===== config.mk =====
export PLATFORM = sky130hd
export DESIGN_NAME = mux_scan_seq
export DESIGN_NICKNAME = d
export VERILOG_FILES = /design/src/rtl/mux_scan_seq.sv
export SDC_FILE = /design/constraint.sdc
export NUM_CORES = 1
export LEC_CHECK = 0
export CAP_MARGIN = 20
export CELL_PAD_IN_SITES_DETAIL_PLACEMENT = 1
export CELL_PAD_IN_SITES_GLOBAL_PLACEMENT = 1
export CORE_MARGIN = 2
export CORE_UTILIZATION = 39
export CTS_BUF_LIST = sky130_fd_sc_hd__clkbuf_8
export DETAILED_ROUTE_END_ITERATION = 10
export PLACE_DENSITY = 0.83
export SYNTH_ARGS = -nofsm -noshare
export SYNTH_HDL_FRONTEND = slang
export SYNTH_SLANG_ARGS = --single-unit
export TNS_END_PERCENT = 20

===== constraint.sdc =====
create_clock -name clk -period 2.3 [get_ports clk]
set_input_delay 0.23 -clock clk [delete_from_list [all_inputs] [get_ports clk]]
set_output_delay 0.23 -clock clk [all_outputs]
set_load 0.1 [all_outputs]

===== src/rtl/mux_scan_seq.sv =====
// Serializes a byte through an external 8:1 mux by stepping its select lines,
// samples the mux output per index, and reassembles the samples into rx_data.
module mux_scan_seq #(
  parameter int unsigned BIT_HOLD = 1
) (
  input  logic       clk,
  input  logic       rst_n,
  input  logic       load_valid,
  input  logic [7:0] load_data,
  output logic       load_ready,
  output logic       mux_g,
  output logic       mux_a,
  output logic       mux_b,
  output logic       mux_c,
  output logic [7:0] mux_d,
  input  logic       mux_y,
  output logic       ser_bit,
  output logic       ser_valid,
  output logic       frame_done,
  output logic [7:0] rx_data,
  output logic       err
);

  typedef enum logic [1:0] {
    IDLE  = 2'd0,
    SETUP = 2'd1,
    SCAN  = 2'd2,
    DONE  = 2'd3
  } state_t;

  // Hold counter is 5 bits so the full 1..16 hold range fits.
  localparam logic [4:0] HOLD_LAST = 5'(BIT_HOLD - 1);

  state_t      state_q;
  logic [2:0]  idx_q;
  logic [4:0]  hold_q;
  logic        load_ready_q;
  logic        mux_g_q;
  logic [7:0]  mux_d_q;
  logic        ser_bit_q;
  logic        ser_valid_q;
  logic        frame_done_q;
  logic [7:0]  rx_q;
  logic [7:0]  rx_d;
  logic        err_q;

  // rx_d includes the sample being taken now so err sees all eight bits.
  always_comb begin
    rx_d        = rx_q;
    rx_d[idx_q] = mux_y;
  end

  always_ff @(posedge clk) begin
    if (!rst_n) begin
      state_q      <= IDLE;
      idx_q        <= '0;
      hold_q       <= '0;
      load_ready_q <= 1'b1;
      mux_g_q      <= 1'b1;
      mux_d_q      <= '0;
      ser_bit_q    <= 1'b0;
      ser_valid_q  <= 1'b0;
      frame_done_q <= 1'b0;
      rx_q         <= '0;
      err_q        <= 1'b0;
    end else begin
      ser_valid_q  <= 1'b0;
      frame_done_q <= 1'b0;
      case (state_q)
        IDLE: begin
          if (load_valid && load_ready_q) begin
            mux_d_q      <= load_data;
            load_ready_q <= 1'b0;
            state_q      <= SETUP;
          end
        end
        SETUP: begin
          mux_g_q <= 1'b0;
          idx_q   <= '0;
          hold_q  <= '0;
          state_q <= SCAN;
        end
        SCAN: begin
          if (hold_q == HOLD_LAST) begin
            ser_bit_q   <= mux_y;
            ser_valid_q <= 1'b1;
            rx_q        <= rx_d;
            hold_q      <= '0;
            if (idx_q == 3'd7) begin
              idx_q        <= '0;
              mux_g_q      <= 1'b1;
              frame_done_q <= 1'b1;
              err_q        <= (rx_d != mux_d_q);
              state_q      <= DONE;
            end else begin
              idx_q <= idx_q + 3'd1;
            end
          end else begin
            hold_q <= hold_q + 5'd1;
          end
        end
        DONE: begin
          load_ready_q <= 1'b1;
          state_q      <= IDLE;
        end
        default: state_q <= IDLE;
      endcase
    end
  end

  assign load_ready = load_ready_q;
  assign mux_g      = mux_g_q;
  assign mux_a      = idx_q[0];
  assign mux_b      = idx_q[1];
  assign mux_c      = idx_q[2];
  assign mux_d      = mux_d_q;
  assign ser_bit    = ser_bit_q;
  assign ser_valid  = ser_valid_q;
  assign frame_done = frame_done_q;
  assign rx_data    = rx_q;
  assign err        = err_q;

endmodule

Figure 1. Signal wires by layer (run 1).
Two of the layers only.
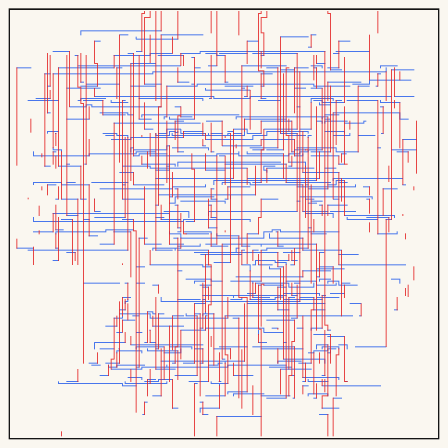
M1: in blue, wire length 2060 µm. M2: in red, wire length 2140 µm.
wire length per cell: 15.4 µm
routed wire length: 4460 µm
All-Layer GR Usage: 18.7%
Via Count: 1516

Figure 2. Zoomed window (run 1).
Region (41, 5) to (66, 30) µm. Cells in gray, sequential cells in the stronger gray; small squares are vias.
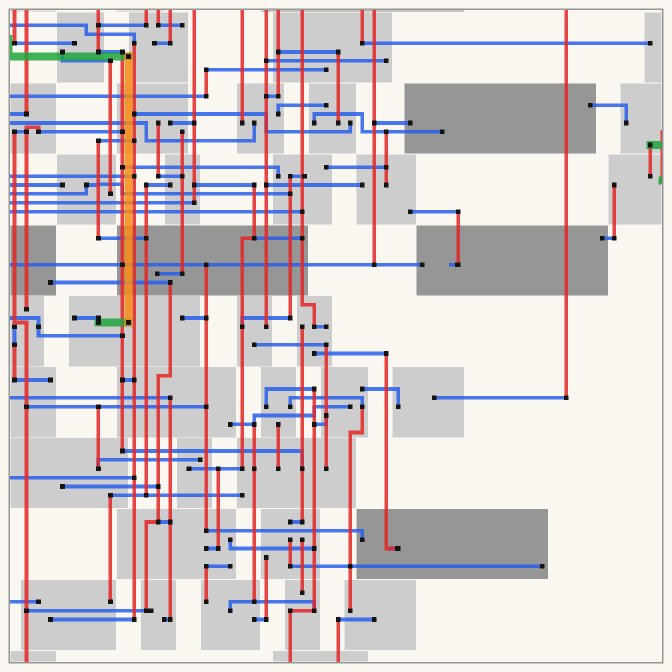
M2: in red. M4: in orange. M3: in green. M1: in blue.
Sequential cells in the window: 4. Most frequent: buf_4 (5). 35 logic cells have their middle in the window.

Figure 3. Sequential cells colored by netlist name (run 1).
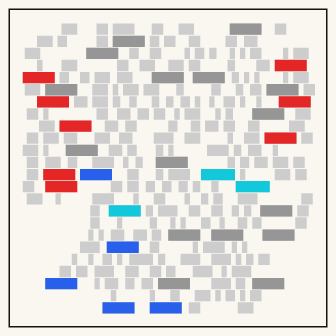
`mux_d`: in red, flops 8. `hold_q`: in blue, flops 5. `idx_q`: in cyan, flops 3.
Another 16 sequential cells are not colored.
Seq area share: 29.6%
Reg area: 643 µm²
Seq group: 700 µW

==> flow_summary.yaml, run 1 <==
# physical design summary
yosys:
  yosysWarnings: 0
  ys.flops: 32
  synth_top_cell_by_area: "dfxtp_1"
  syn_nets: 221
  yosys-stat-cells: 201
  avgSynthCellArea_um2: 8.70
  top_area_share_pct: 36.6
  yosys_area_mm2: 0.00175
  ys_types: 41
  topCellsByArea: "dfxtp_1 37%, mux2i_1 11%, ha_1 5.7%"
  synth_seq_share_pct: 36.6
  postSynthCellCount: 201
  netlist_area_mm2: 0.00175
floorplan:
  dieArea_mm2: 0.00503
  pin_count: 37
  die-height_um: 70.9
  fp-row-count: 24
  initCoreUtil_pct: 40.4
  core_area_mm2: 0.00432
  die_w_um: 70.9
sta:
  rsz0062_at_grt: "false"
  setup_viol: 0
  maxSlewHeadroom_pct: 68.4
  finalClockPeriodUsage_pct: 78.6
  maxSlewViolCount: 0
  fin_skew_ns: 0.00590
  worst_pin_slew_ns: 0.474
  setup_tns_ns: 0
  setup_ws_ns: 0.493
  post-route-min-period_ns: 1.81
  hold_viol: 0
  fmax_mhz: 553
  holdWs_ns: 0.496
placed_design:
  place_congestion: 0.843
  dp_hpwl_um: 3250
  dpl_worst_slack_ns: 0.486
  port_buffers: 36
  placedCellCount: 281
  place_area_mm2: 0.00209
global_routing:
  grt_pass1_wl_um: 7320
  grt_overflow: 0
  grt_max_degree: 22
  grt_pass1_vias: 1467
  antenna_found_initial: 0
run:
  max-cap-violations: 0
  warnings: 30
pwr:
  finalPower_mw: 2.16
  intPower_mw: 1.17
  swShare_pct: 45.8
  p_clk_uw: 444
  power_leakage_nw: 0.969
  seqPwrFrac_pct: 32.4
  power.share.combinational_pct: 47.0
  power_leader: "combinational cells"
  comb_cell_power_mw: 1.02
  clkPwrFrac_pct: 20.6
  irDropWorstVdd_uv: 470
  p_sw_uw: 991
  powerDensity_mw_per_mm2: 993
final_layout:
  finalNonFillerCells: 289
  drive_above_1_share_pct: 17.3
  antennaDiodeCount: 0
  area_growth_syn_to_layout_pct: 24.5
  final_area_mm2: 0.00218
  final_core_util_pct: 50.3
  nets: 256
clocking:
  cts.htree.levels: 2
  cts_hold_buf: 0
  clock_latency_ns: 0.29
  cts_buffers: 5
  clkSinkCount: 32
  clk_pin_slew_ns: 0.07
  cts_tree: "yes"
  cts_resized: 0
  cts_buffer_depth: 2
  post_cts_buffers: 0
  clock-root-buffer: "clkbuf_8"
setup_path:
  ff2ff_path_depth: 5
  worstPathCellList: "nor2_1, and4b_1, or4_1, nor4_2, a21oi_1"
  crit_path_end_kind: "flip-flop"
  arrival_ns: 1.98
  cp_slowest_cell: "dfxtp_2"
  start_kind: "flip-flop"
  max_stage_delay_ns: 0.54
  worstSetupPathType: "flip-flop to flip-flop"
  crit_fanout: 21
  worstPathRequired_ns: 2.47
routing:
  via_per_inst: 5.25
  drc: 0
  firstDrtPassIters: 4
  drt_iter0_markers: 62
  ant_nets: 0
run_status:
  status: "complete, no violations"
worst_hold_path:
  hold_path_class: "flip-flop to flip-flop"
  min_path_cells: 2
run 1: routing by layer:
| layer | routed length, µm | part of all wire (%) | GRT usage, % | vias up |
|---|---|---|---|---|
| met2 | 2140 | 48 | 30.3 | 31 |
| li1 | - | - | - | 758 |
| met1 | 2060 | 46 | 24.6 | 721 |
| met5 | 0 | 0 | 0 | - |
| met3 | 180 | 4.0 | 3.56 | 6 |
| met4 | 77 | 1.7 | 7.55 | 0 |
run 1: kinds of logic (layout without fill, tap and decap cells):
kind of cell | after synthesis | after routing | share of synthesized area [%]
compound gates | 24 | 24 | 9.02
xor+xnor | 11 | 11 | 5.51
fa+ha+maj | 8 | 8 | 5.73
buf+inv | 20 | 56 | 5.23
flops | 32 | 32 | 36.6
mux | 19 | 19 | 10.9
simple gates | 87 | 87 | 27.0
run 1: area by class of cell:
type | instances | area [µm²]
clock inverters | 2 | 7.51
flip-flops and latches | 32 | 643
fillers | 529 | 2150
multi-input cells | 149 | 1020
well taps | 52 | 65.1
clock buffers | 6 | 82.6
inverters | 7 | 26.3
repair buffers | 41 | 335
run 1: layout by cell type (no fill, tap or decap), types with 2 or more instances in the layout:
cell / synthesis / final
dfxtp_1: 32 / 30
buf_4: 1 / 30
nor2_1: 19 / 19
mux2i_1: 19 / 19
nand2_1: 16 / 16
nor2b_1: 13 / 13
nand3_1: 11 / 11
clkdlybuf4s50_1: 0 / 11
inv_1: 6 / 8
ha_1: 8 / 8
xnor2_1: 7 / 7
o21ai_0: 6 / 6
clkbuf_8: 0 / 6
xor2_1: 4 / 4
a21oi_1: 4 / 4
nand3b_1: 4 / 4
nand4_1: 3 / 3
o22ai_1: 3 / 3
nor3_1: 3 / 3
and3_1: 3 / 3
a21boi_0: 3 / 3
nand2b_1: 2 / 2
and2_1: 2 / 2
nor3b_1: 2 / 2
and3b_1: 2 / 2
nor4_1: 2 / 2
dfxtp_2: 0 / 2
run 1: critical path: cells and delay by family, from the launching register on:
| family | cells | cell delay, ns |
|---|---|---|
| flops | 1 | 0.54 |
| compound gates | 1 | 0.09 |
| simple gates | 4 | 1.05 |
run 1: final timing paths:
path	startpoint	endpoint	slack (ns)
setup / recovery	idx_q[0]	err	0.49
hold / removal	rx_data[1]	rx_data[1]	0.50
setup reg to reg	idx_q[0]	err	0.49
hold reg to reg	rx_data[1]	rx_data[1]	0.50
run 1: cell usage after synthesis:
master / instances
a211oi_1: 1
a21boi_0: 3
a21oi_1: 4
a22oi_2: 1
a2bb2oi_1: 1
a31oi_1: 1
a32oi_1: 1
and2_0: 1
and2_1: 2
and3_1: 3
and3b_1: 2
and4b_1: 1
buf_2: 4
buf_4: 1
buf_6: 1
clkbuf_1: 7
clkinv_1: 1
dfxtp_1: 32
ha_1: 8
inv_1: 6
mux2i_1: 19
nand2_1: 16
nand2b_1: 2
nand3_1: 11
nand3b_1: 4
nand4_1: 3
nor2_1: 19
nor2b_1: 13
nor3_1: 3
nor3b_1: 2
nor4_1: 2
nor4_2: 1
nor4b_2: 1
o211ai_1: 1
o21a_1: 1
o21ai_0: 6
o22ai_1: 3
o31ai_1: 1
or4_1: 1
xnor2_1: 7
xor2_1: 4
--- run 2 (diff from run 1) ---
- clock period: 2.3 -> 1.8 ns (I/O delays scaled with it)
Figure 4. Zoomed window (run 2).
Region (41, 5) to (66, 30) µm. Cells in gray, sequential cells in the stronger gray; small squares are vias.
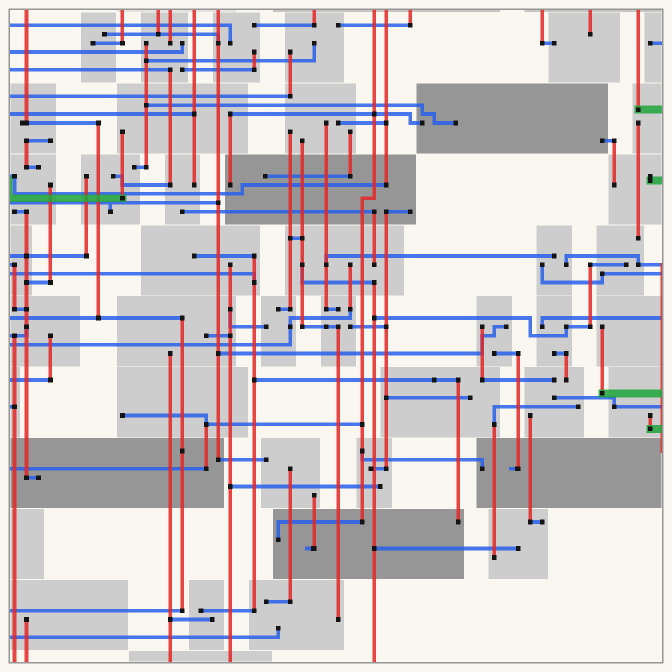
M1: in blue. M2: in red. M3: in green.
Most frequent: nand2_1 (4). Netlist names of flops here include `state_q` (2). 38 logic cells have their middle in the window. Sequential cells in the window: 5.

Figure 5. Routing congestion (run 2).
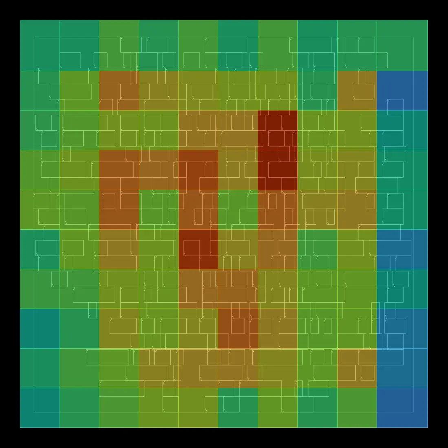
All-Layer GR Usage: 20.2%
post-layout util: 54.1%
met3 Use GR: 4.70%

==> run 2 against run 1 <==
Largest power group unchanged. Sequential power grew 28%. Synthesized cell count unchanged. Highest routed layer unchanged. First-iteration DRC count up 8.1%. Critical path type unchanged.
==> flow_summary.yaml, run 2 <==
# physical design summary
yosys:
  avgSynthCellArea_um2: 8.70
  syn_nets: 221
  async_flop_share_pct: 0
  topCellsByArea: "dfxtp_1 37%, mux2i_1 11%, ha_1 5.7%"
  top_area_share_pct: 36.6
  synth_top_cell_by_area: "dfxtp_1"
  synth_top_cell_by_count: "dfxtp_1"
  yosysWarnings: 0
  ff_type: "dfxtp_1"
  synth_seq_share_pct: 36.6
  ys.flops: 32
  netlist_area_mm2: 0.00175
  postSynthCellCount: 201
  yosys-stat-cells: 201
  yosys_area_mm2: 0.00175
  ys_top_cells_by_count: "32 x dfxtp_1, 19 x mux2i_1, 19 x nor2_1"
  ys_types: 41
setup_path:
  r2r_slack_ns: 0.07
  worstSetupPathType: "flip-flop to flip-flop"
  critical_path.n_buffers_inverters: 0
  crit_fanout: 14
  worstPathCellList: "nand3b_1, and3b_1, or4_1, nor4_2, a21oi_1"
  worstPathRequired_ns: 1.97
  arrival_ns: 1.89
  max_stage_delay_ns: 0.48
  ff2ff_path_depth: 5
  r2r-start: "idx_q[0]"
  crit_path_end_kind: "flip-flop"
  start_kind: "flip-flop"
  cpLargestDelayFamily: "simple AND/OR/NAND/NOR gates"
  cp_slowest_cell: "or4_1"
  r2r-end: "err"
pwr:
  finalPower_mw: 2.84
  intPower_mw: 1.55
  powerDensity_mw_per_mm2: 1220
  power.share.combinational_pct: 48.6
  clkPwrFrac_pct: 20.0
  swShare_pct: 45.4
  p_sw_mw: 1.29
  seqPwrFrac_pct: 31.4
  power_leakage_nw: 1.06
  irDropWorstVdd_uv: 536
clocking:
  cts.htree.levels: 2
  cts_tree: "yes"
  cts_hold_buf: 0
  cts_buffers: 5
  cts_buffer_depth: 2
  clk_pin_slew_ns: 0.06
  clock_latency_ns: 0.29
  clkSinkCount: 32
  clock-root-buffer: "clkbuf_8"
final_layout:
  antennaDiodeCount: 0
  area_growth_syn_to_layout_pct: 33.8
  finalNonFillerCells: 301
  drive_above_1_share_pct: 26.5
  nets: 268
  fill_cells: 526
  layout_top_cell: "buf_4"
sta:
  rsz0062_at_grt: "false"
  setup_ws_ns: 0.0746
  worst_pin_slew_ns: 0.341
  hold_viol: 0
  finalClockPeriodUsage_pct: 95.9
  maxSlewViolCount: 0
  fin_skew_ns: 0.00818
  maxSlewHeadroom_pct: 77.0
  setup_tns_ns: 0
  setup_viol: 0
  fmax_mhz: 580
  holdWs_ns: 0.497
  post-route-min-period_ns: 1.73
floorplan:
  fp-row-count: 24
  die-height_um: 70.9
  initCoreUtil_pct: 40.4
  dieArea_mm2: 0.00503
  pin_count: 37
  core_area_mm2: 0.00432
  die_w_um: 70.9
routing:
  ant_nets: 0
  via_per_inst: 5.30
  firstDrtPassIters: 4
  drt_iter0_markers: 67
  drc: 0
  wl_per_cell_um: 15.9
  totalWireLength_um: 4780
  dr_total_vias: 1594
global_routing:
  busiest_layer: "met2"
  grt_pass1_wl_um: 7910
  grt.met2_usage_pct: 33.5
  grt_max_degree: 19
  grtUsageMet1_pct: 25.5
  grt_pass1_vias: 1621
  grt_overflow: 0
  antenna_found_initial: 0
run_status:
  status: "complete, no violations"
placed_design:
  place_congestion: 0.902
  dp_hpwl_um: 3460
  port_buffers: 36
  dpl_worst_slack_ns: -0.00392
run:
  max-cap-violations: 0
  warnings: 31
worst_hold_path:
  hp-start: "load_ready"
  min_to: "load_ready"
  min_path_cells: 2
  hold_path_class: "flip-flop to flip-flop"
-- run 2: kinds of logic (layout without fill, tap and decap cells) --
| family | count (synthesis) | in the layout | synth area share (%) |
|---|---|---|---|
| AOI/OAI and AO/OA | 24 | 24 | 9.02 |
| xor gates and xnor gates | 11 | 11 | 5.51 |
| adders and majority gates | 8 | 8 | 5.73 |
| buffers and inverters | 20 | 68 | 5.23 |
| DFF | 32 | 32 | 36.6 |
| muxes | 19 | 19 | 10.9 |
| and+or+nand+nor | 87 | 87 | 27.0 |
-- run 2: what timing repair did --
action                     CTS  global route
setup buffers                0             3
setup endpoints to repair    0             8
resized                      0            12
-- run 2: area by class of cell --
| cell class | instances | area, µm² | share of cell area (%) |
|---|---|---|---|
| repair buffers | 53 | 460 | 19.7 |
| flip-flops and latches | 32 | 656 | 28.0 |
| clock inverters | 2 | 7.51 | 0.321 |
| well taps | 52 | 65.1 | 2.78 |
| multi-input cells | 149 | 1040 | 44.5 |
| clock buffers | 6 | 82.6 | 3.53 |
| inverters | 7 | 26.3 | 1.12 |
-- run 2: tightest hold or removal path: cells and delay by family (launching register included) --
family	cells	cell delay, ns
flip-flops	1	0.35
AND-OR/OR-AND	1	0.07
AND/OR/NAND/NOR	1	0.06
-- run 2: routing by layer --
metal | part of all wire [%] | vias to the layer above
met4 | 1.8 | 0
met2 | 50 | 30
met5 | 0 | -
met3 | 3.7 | 7
li1 | - | 783
met1 | 45 | 774
-- run 2: per-stage QoR --
stage                     utilization [%]  instance area, µm²
after CTS                            53.0                2290
after floorplan                         -                1760
after detailed placement             50.9                2200
after global placement               50.9                2200
after global routing                 54.1                2340
final                                54.1                2340
-- run 2: worst max path at each step --
stage	startpoint	depth (start not counted)	end
after floorplan	idx_q[2]	5	err
after global placement	mux_y	6	err
after detailed placement	mux_y	6	err
after CTS	hold_q[1]	8	rx_data[6]
after global routing	hold_q[1]	10	idx_q[0]
final	idx_q[0]	5	err
-- run 2: power groups by stage --
stage	logic, mW	clock network (mW)	registers, mW
CTS	1.36	0.584	0.897
global route	1.49	0.611	0.909
global placement	1.32	0	0.907
finish	1.38	0.568	0.893
detailed placement	1.35	0	0.911
floorplan	0.603	0	1.34
--- run 3 (diff from run 2) ---
- CORE_UTILIZATION: 39 -> 37
- CTS_BUF_LIST: sky130_fd_sc_hd__clkbuf_8 -> sky130_fd_sc_hd__clkbuf_8 sky130_fd_sc_hd__clkbuf_16
- PLACE_DENSITY: 0.83 -> 0.79
Figure 6. Routing congestion (run 3).
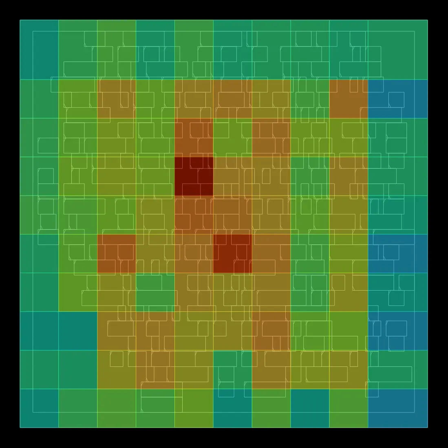
M1 GR Usage: 24.0%
wire length per cell: 15.3 µm
met3 Use GR: 3.59%
All-Layer GR Usage: 18.9%
post-layout util: 50.9%

Figure 7. PDN straps and rails (run 3).
Bar = 20 µm. Pins as bars on the die edge. Tap cells in gray.
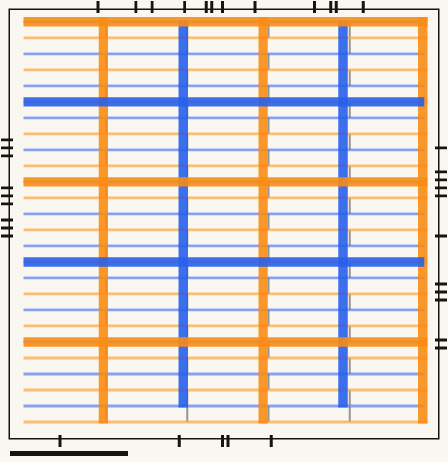
VSS: in orange. VDD: in blue.
The core has 25 rows. 26 met1 rails follow the rows. 5 straps on met5.
die width: 72.7 µm
DIE HEIGHT: 72.7 µm
worst vdd ir: 576 µV
Core Area: 0.00463 mm²

==> run 3 against run 2 <==
Maximum frequency rose by 1.1%. Area after synthesis did not move. Clock-buffer cell count did not move. Die area rose by 5.1%. Sequential share of layout area fell by 0.29 points. Via count fell by 0.38%. Wire length fell by 1.9%. Total power rose by 0.78%. Final cell count rose by 2.0%. Highest routed layer unchanged.
==> flow_summary.yaml, run 3 <==
# physical design summary
setup_path:
  r2r-start: "idx_q[0]"
  startpoint: "idx_q[0]"
  crit_path_end_kind: "flip-flop"
  cp_slowest_cell: "or4_1"
  arrival_ns: 1.87
  worstSetupPathType: "flip-flop to flip-flop"
  worstPathRequired_ns: 1.97
  worstPathCellList: "nand3b_1, and3b_1, or4_1, nor4_2, a21oi_1"
  max_stage_delay_ns: 0.54
  start_kind: "flip-flop"
  crit_fanout: 8
run_status:
  status: "complete, no violations"
pwr:
  finalPower_mw: 2.86
  seqPwrFrac_pct: 30.9
  power_leakage_nw: 1.07
  p_sw_mw: 1.29
  swShare_pct: 45.2
  intPower_mw: 1.57
  powerDensity_mw_per_mm2: 1210
  clkPwrFrac_pct: 20.2
  power.share.combinational_pct: 48.9
worst_hold_path:
  min_path_cells: 3
  hold_path_class: "input pin to flip-flop"
  hp-start: "load_data[5]"
yosys:
  ys_top_cells_by_count: "32 x dfxtp_1, 19 x mux2i_1, 19 x nor2_1"
  avgSynthCellArea_um2: 8.70
  syn_nets: 221
  netlist_area_mm2: 0.00175
  synth_seq_share_pct: 36.6
  ys.flops: 32
  async_flop_share_pct: 0
  synth_top_cell_by_count: "dfxtp_1"
  yosys_area_mm2: 0.00175
  synth_top_cell_by_area: "dfxtp_1"
  postSynthCellCount: 201
  yosysWarnings: 0
  ys_types: 41
  top_area_share_pct: 36.6
final_layout:
  final_area_mm2: 0.00236
  drive_above_1_share_pct: 25.3
  antennaDiodeCount: 0
  finalNonFillerCells: 307
  area_growth_syn_to_layout_pct: 34.9
  nets: 272
routing:
  totalWireLength_um: 4690
  drc: 0
  via_per_inst: 5.17
  ant_nets: 0
  dr_total_vias: 1588
  drt_iter0_markers: 55
sta:
  post-route-min-period_ns: 1.71
  setup_viol: 0
  fin_skew_ns: 0.00704
  maxSlewHeadroom_pct: 70.1
  fmax_mhz: 586
  worst_pin_slew_ns: 0.449
  maxSlewViolCount: 0
  finalClockPeriodUsage_pct: 94.8
  setup_ws_ns: 0.0928
placed_design:
  dp_hpwl_um: 3420
  port_buffers: 36
  dpl_worst_slack_ns: 0.0176
  place_congestion: 0.852
  place_area_mm2: 0.00222
global_routing:
  grt_overflow: 0
  grt_max_degree: 19
  antenna_found_initial: 0
  grt_pass1_wl_um: 7640
  grt.met2_usage_pct: 31.4
  busiest_layer: "met2"
clocking:
  clock-root-buffer: "clkbuf_8"
  clock_latency_ns: 0.28
  cts_hold_buf: 0
  cts_buffers: 5
  clkSinkCount: 32
  cts_buffer_depth: 2
  cts_tree: "yes"
run:
  warnings: 31
  max-cap-violations: 0
floorplan:
  initCoreUtil_pct: 37.8
  pin_count: 37
  fp-row-count: 25
  dieArea_mm2: 0.00529
[run 3: stage by stage]
step | TNS, ns | hold slack, ns
2_1_floorplan | -0.149 | 0.324
6_report | 0 | 0.496
3_3_place_gp | 0 | 0.478
5_1_grt | -0.00537 | 0.513
3_5_place_dp | 0 | 0.494
4_1_cts | 0 | 0.497
[run 3: worst paths after layout]
check	slack, ns	endpoint
worst min register to register	0.50	rx_data[0]
worst max register to register	0.09	err
worst max-delay path	0.09	err
worst min-delay path	0.50	mux_d[5]
[run 3: layer usage]
| layer | up-vias | part of all wire [%] |
|---|---|---|
| met5 | - | 0 |
| met4 | 0 | 2.1 |
| met3 | 9 | 3.4 |
| met2 | 35 | 48 |
| met1 | 753 | 47 |
| li1 | 791 | - |
[run 3: worst max-delay path, delay by kind of cell, from the launching register on]
kind / cells / cell delay, ns
AOI/OAI and AO/OA: 1 / 0.10
DFF: 1 / 0.37
and+or+nand+nor: 4 / 1.12
[run 3: power by group through the flow]
stage               logic, mW  clock network [mW]  registers (mW)
floorplan               0.603                   0            1.34
global placement         1.34                   0           0.909
detailed placement       1.37                   0           0.913
CTS                      1.38               0.596           0.897
global route             1.50               0.627           0.899
finish                   1.40               0.578           0.886
[run 3: timing repair]
item / CTS / global route
setup endpoints to repair: 0 / 4
gates resized: 0 / 2
buffers inserted: 0 / 5
[run 3: area by class of cell]
class,instances,area (µm²)
fill,567,2270
multi-input combinational,149,1020
clock buffer,6,82.6
timing repair buffer,57,493
inverter,7,26.3
tap,54,67.6
sequential,32,654
clock inverter,2,10.0
[run 3: kinds of logic after synthesis]
kind of cell | Yosys count | synth area share (%)
AOI/OAI and AO/OA | 24 | 9.02
xor gates and xnor gates | 11 | 5.51
adders and majority gates | 8 | 5.73
buffers and inverters | 20 | 5.23
DFF | 32 | 36.6
muxes | 19 | 10.9
and+or+nand+nor | 87 | 27.0
No activity file was given, so power comes from the tool's default toggle rates.
